### config.mk
export PLATFORM = sky130hd
export DESIGN_NAME = alu_cmd_issuer
export DESIGN_NICKNAME = d
export VERILOG_FILES = /design/src/rtl/alu_cmd_issuer_pkg.sv /design/src/rtl/alu_cmd_fifo.sv /design/src/rtl/alu_cmd_issuer.sv
export SDC_FILE = /design/constraint.sdc
export NUM_CORES = 1
export LEC_CHECK = 0
export CORE_MARGIN = 1
export CORE_UTILIZATION = 55
export CTS_BUF_LIST = sky130_fd_sc_hd__clkbuf_4 sky130_fd_sc_hd__clkbuf_8 sky130_fd_sc_hd__clkbuf_16
export DETAILED_ROUTE_END_ITERATION = 10
export PLACE_DENSITY = 0.8
export SYNTH_ARGS = -nofsm -noshare
export SYNTH_HDL_FRONTEND = slang
export SYNTH_SLANG_ARGS = --single-unit
### constraint.sdc
create_clock -name clk -period 3.7 [get_ports clk]
set_clock_uncertainty 0.05 [all_clocks]
set_input_delay 0.37 -clock clk [delete_from_list [all_inputs] [get_ports clk]]
set_output_delay 0.37 -clock clk [all_outputs]
set_load 0.005 [all_outputs]
### src/rtl/alu_cmd_issuer_pkg.sv
// Purpose: shared ALU op encodings, issuer FSM state codes and command FIFO entry layout.
// Latency: n/a (types and constants only).
// Backpressure: n/a.
package alu_cmd_issuer_pkg;

    // ALU control encodings (2-bit control pins of the registered ALU)
    localparam logic [1:0] ALU_CLR  = 2'b00;
    localparam logic [1:0] ALU_ADD  = 2'b01;
    localparam logic [1:0] ALU_SUB  = 2'b10;
    localparam logic [1:0] ALU_HOLD = 2'b11;

    // Issuer FSM state encoding, kept as plain constants so the codes stay fixed
    typedef logic [2:0] issue_state_t;
    localparam issue_state_t ST_INIT    = 3'd0;
    localparam issue_state_t ST_IDLE    = 3'd1;
    localparam issue_state_t ST_ISSUE   = 3'd2;
    localparam issue_state_t ST_CAPTURE = 3'd3;
    localparam issue_state_t ST_RESP    = 3'd4;

    // One queued command: {op, x, y, tag}, 12 bits
    typedef struct packed {
        logic [1:0] op;
        logic [3:0] x;
        logic [3:0] y;
        logic [1:0] tag;
    } cmd_entry_t;

    localparam int CMD_W = $bits(cmd_entry_t);

endpackage

### src/rtl/alu_cmd_fifo.sv
// Purpose: generic synchronous FIFO with occupancy count, head entry visible on rd_dat.
// Latency: a pushed entry is visible on rd_dat the cycle after the push edge.
// Backpressure: push ignored when full, pop ignored when empty; caller gates on count.
// Ports: clk, rst_n (async active-low); push/wr_dat write side; pop/rd_dat read side;
//        count = current occupancy (0..DEPTH).
module alu_cmd_fifo #(
    parameter int DEPTH = 4,
    parameter int WIDTH = 12
) (
    input  logic                       clk,
    input  logic                       rst_n,
    input  logic                       push,
    input  logic [WIDTH-1:0]           wr_dat,
    input  logic                       pop,
    output logic [WIDTH-1:0]           rd_dat,
    output logic [$clog2(DEPTH):0]     count
);
    localparam int AW = $clog2(DEPTH);
    localparam logic [AW:0] FULL_CNT = (AW+1)'(DEPTH);

    logic [WIDTH-1:0] mem [DEPTH];
    logic [AW-1:0]    wr_ptr;
    logic [AW-1:0]    rd_ptr;
    logic             do_push;
    logic             do_pop;

    assign do_push = push && (count != FULL_CNT);
    assign do_pop  = pop && (count != '0);
    assign rd_dat  = mem[rd_ptr];

    // Storage carries no reset; only pointers and count define validity.
    always_ff @(posedge clk) begin
        if (do_push) begin
            mem[wr_ptr] <= wr_dat;
        end
    end

    // DEPTH is a power of two, so pointers wrap naturally.
    always_ff @(posedge clk or negedge rst_n) begin
        if (!rst_n) begin
            wr_ptr <= '0;
            rd_ptr <= '0;
            count  <= '0;
        end else begin
            if (do_push) wr_ptr <= wr_ptr + AW'(1);
            if (do_pop)  rd_ptr <= rd_ptr + AW'(1);
            case ({do_push, do_pop})
                2'b10:   count <= count + (AW+1)'(1);
                2'b01:   count <= count - (AW+1)'(1);
                default: count <= count;
            endcase
        end
    end

endmodule

### src/rtl/alu_cmd_issuer.sv
// Purpose: queues ALU commands, drives the registered ALU one command at a time, returns tagged results.
// Latency: push into empty FIFO at E0 -> pop E1 -> ALU samples E2 -> rsp_valid high after E3; 3 cycles/result back-to-back.
// Backpressure: cmd_ready drops when the FIFO is full; rsp_ready low parks the FSM in RESP with rsp_* held.
// Ports: cmd_* command in (valid/ready), alu_x/alu_y/alu_ctrl to ALU, alu_result from ALU,
//        rsp_* tagged result out (valid/ready), busy and fifo_count status.
module alu_cmd_issuer
    import alu_cmd_issuer_pkg::*;
#(
    parameter int DEPTH = 4
) (
    input  logic                    clk,
    input  logic                    rst_n,
    input  logic                    cmd_valid,
    output logic                    cmd_ready,
    input  logic [1:0]              cmd_op,
    input  logic [3:0]              cmd_x,
    input  logic [3:0]              cmd_y,
    input  logic [1:0]              cmd_tag,
    output logic [3:0]              alu_x,
    output logic [3:0]              alu_y,
    output logic [1:0]              alu_ctrl,
    input  logic [3:0]              alu_result,
    output logic                    rsp_valid,
    input  logic                    rsp_ready,
    output logic [3:0]              rsp_data,
    output logic [1:0]              rsp_tag,
    output logic                    rsp_zero,
    output logic                    busy,
    output logic [$clog2(DEPTH):0]  fifo_count
);
    localparam int CW = $clog2(DEPTH) + 1;
    localparam logic [CW-1:0] FULL_CNT = CW'(DEPTH);

    issue_state_t state;
    cmd_entry_t   wr_entry;
    cmd_entry_t   head;
    logic [1:0]   tag_q;
    logic         push;
    logic         pop;
    logic         fifo_nonempty;

    // Ready comes from the registered count only, so a full FIFO stays
    // closed even in a cycle where it is also being popped.
    assign cmd_ready     = (fifo_count != FULL_CNT);
    assign push          = cmd_valid && cmd_ready;
    assign fifo_nonempty = (fifo_count != '0);
    // In RESP rsp_valid is always high, so rsp_ready alone marks the handshake.
    assign pop           = fifo_nonempty &&
                           ((state == ST_IDLE) || ((state == ST_RESP) && rsp_ready));
    assign busy          = (state != ST_IDLE) || fifo_nonempty;

    assign wr_entry = {cmd_op, cmd_x, cmd_y, cmd_tag};

    alu_cmd_fifo #(
        .DEPTH (DEPTH),
        .WIDTH (CMD_W)
    ) u_fifo (
        .clk    (clk),
        .rst_n  (rst_n),
        .push   (push),
        .wr_dat (wr_entry),
        .pop    (pop),
        .rd_dat (head),
        .count  (fifo_count)
    );

    always_ff @(posedge clk or negedge rst_n) begin
        if (!rst_n) begin
            state     <= ST_INIT;
            alu_x     <= '0;
            alu_y     <= '0;
            alu_ctrl  <= ALU_CLR;   // clears the ALU result register during/after reset
            tag_q     <= '0;
            rsp_valid <= 1'b0;
            rsp_data  <= '0;
            rsp_tag   <= '0;
            rsp_zero  <= 1'b0;
        end else begin
            case (state)
                ST_INIT: begin
                    alu_ctrl <= ALU_HOLD;
                    state    <= ST_IDLE;
                end
                ST_IDLE: begin
                    if (pop) begin
                        alu_x    <= head.x;
                        alu_y    <= head.y;
                        alu_ctrl <= head.op;
                        tag_q    <= head.tag;
                        state    <= ST_ISSUE;
                    end
                end
                ST_ISSUE: begin
                    // ALU samples the operation on this edge; hold from here on.
                    alu_ctrl <= ALU_HOLD;
                    state    <= ST_CAPTURE;
                end
                ST_CAPTURE: begin
                    rsp_data  <= alu_result;
                    rsp_tag   <= tag_q;
                    rsp_zero  <= (alu_result == 4'd0);
                    rsp_valid <= 1'b1;
                    state     <= ST_RESP;
                end
                ST_RESP: begin
                    if (rsp_ready) begin
                        rsp_valid <= 1'b0;
                        if (pop) begin
                            alu_x    <= head.x;
                            alu_y    <= head.y;
                            alu_ctrl <= head.op;
                            tag_q    <= head.tag;
                            state    <= ST_ISSUE;
                        end else begin
                            state <= ST_IDLE;
                        end
                    end
                end
                default: begin
                    alu_ctrl <= ALU_CLR;
                    state    <= ST_INIT;
                end
            endcase
        end
    end

endmodule

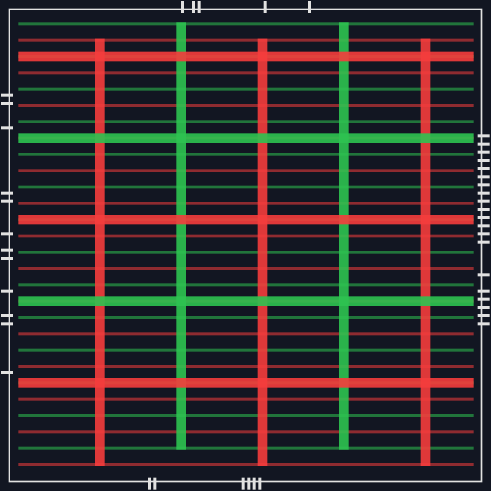
power_grid.png
Scale: 6 px per um. Pins as bars on the die edge.
Red marks VSS. Green marks VDD.
28 met1 rails follow the rows. 5 straps on met4.
VDD IR-drop max: 386.8 uV
die y size: 78.46 um

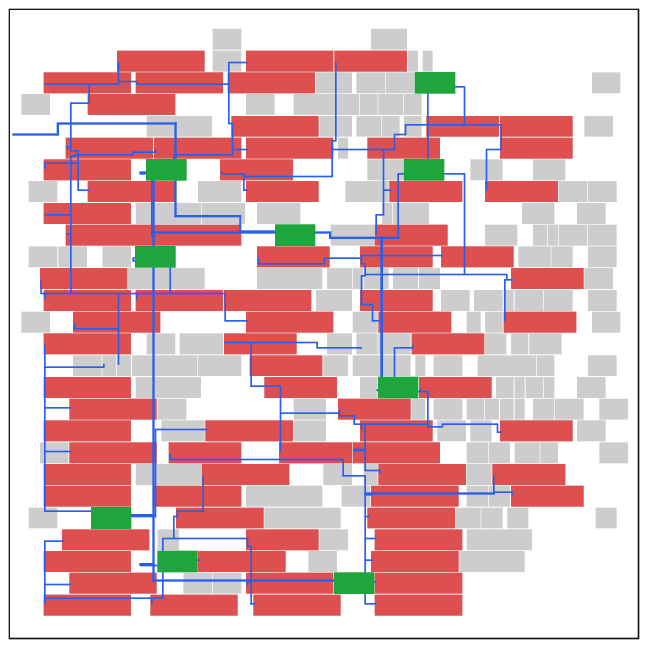
clk_routes.png
Scale: 8 px per um.
Blue marks clock wires, length 849 um. Red marks flip-flops, count 78. Green marks clock drivers, count 9.
Position of the flops: spread over the die.
worst skew pair latency: 0.34 ns
Clk. pwr: 545 uW
clock share of power: 0.174

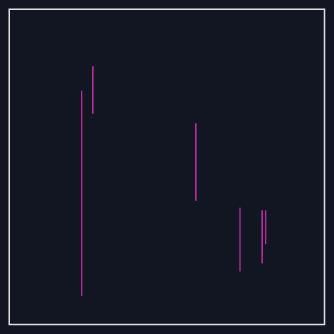
layer_met4.png
Scale: 4 px per um.
The layer holds 2.1% of the routed length. The longest straight run is 51.0 um. The wires run mostly vertical. 5 nets have wire on it. The layer carries 118 um of wire.

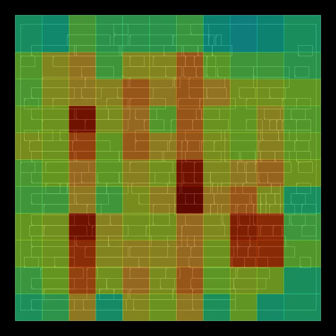
congestion.png
WL per Instance: 18.74 um
final core occ: 0.6891
Most Used Layer, Global Route: met2
All-Layer GR Usage: 0.2045

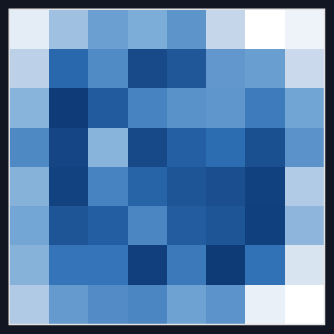
cell_density.png
Scale: 4 px per um. 8 x 8 tiles, from white (low) to dark blue (high), 0 to 100% covered.
3.1% of the tiles are nearly empty. The mean over all tiles is 61%. 34% of the tiles are over 75% full. The emptiest ninth of the die: north-east. The fullest tile reaches 96%.

==> impl_metrics.toml <==
# flow metrics
[worst_setup_path]
cp_slowest_cell = "dfrtp_1"
rr_endpoint = "u_fifo.count[1]$_DFFE_PN0P_"
cp_top_family = "adder cells"
r2r_start = "state[2]$_DFFE_PN0P_"
critPathMaxFanout = 12
startpoint = "state[2]$_DFFE_PN0P_"
endpoint = "u_fifo.count[1]$_DFFE_PN0P_"
path_cells = "nand2b_2, a211o_2, inv_4, ha_1, fa_1, mux2_2"

[cts]
cts_resized = 0

[layout]
logic_area_um2 = 937.1
flops = 78
flop_area_um2 = 2192
num-clock-buffers = 11
seq_share = 0.5707
nFillCells = 369
nNonClkInverters = 7
comb_cells = 82
fin_nets = 247
n_all_buffers = 43

[detailed_routing]
drtPass1Iterations = 4
top_layer_used = "met4"
wl_met2_um = 2894

[flow_run]
cap_violations = 0

[power]
combinationalPower_mw = 1.12
power.total_mw = 3.136
pwr-share-comb = 0.358
p_switching_uw = 962.0

[synthesis]
top_area_frac = 0.4482
ys_area_um2 = 3216
yosysMostFrequentCell = "edfxtp_1"
simple_gate_share = 0.04475
ys_cells = 173
ys_sh_mux = 0.1599
synth_area_um2 = 3216

[run_status]
status = "finished, final reports clean"

[placed_design]
port_buffers = 42
dpl.cell_count = 282

[global_route]
met2_usage = 0.3456
globalRouteOverflowTotal = 0
grt_pass1_vias = 1773

[timing]
tightestPinTransition_ns = 0.8171
holdWs_ns = 0.3719
finalCritPeriodShare = 0.6796
rsz0062_at_grt = "no"
finalHoldViolCount = 0
timing.final.ws_setup_ns = 1.185

[floorplanning]
chipArea_um2 = 6156
pin_count = 43
-- registers in the layout, indices dropped and copies added (netlist names) --
name           count
u_fifo.mem        48
alu_x              4
alu_y              4
rsp_data           4
state              3
u_fifo.count       3
alu_ctrl           2
rsp_tag            2
tag_q              2
u_fifo.rd_ptr      2
u_fifo.wr_ptr      2
rsp_valid          1
rsp_zero           1
-- placed cells by master (no fill, tap or decap), types with 5 or more instances in the layout --
master	Yosys	layout
dfrtp_1	30	30
mux2_4	8	8
clkbuf_8	0	9
edfxtp_1	48	48
clkdlybuf4s50_1	0	42
mux4_2	9	9
ha_1	5	5
inv_1	5	5
mux2_2	10	10
Power is estimated from default activity; no workload was simulated.
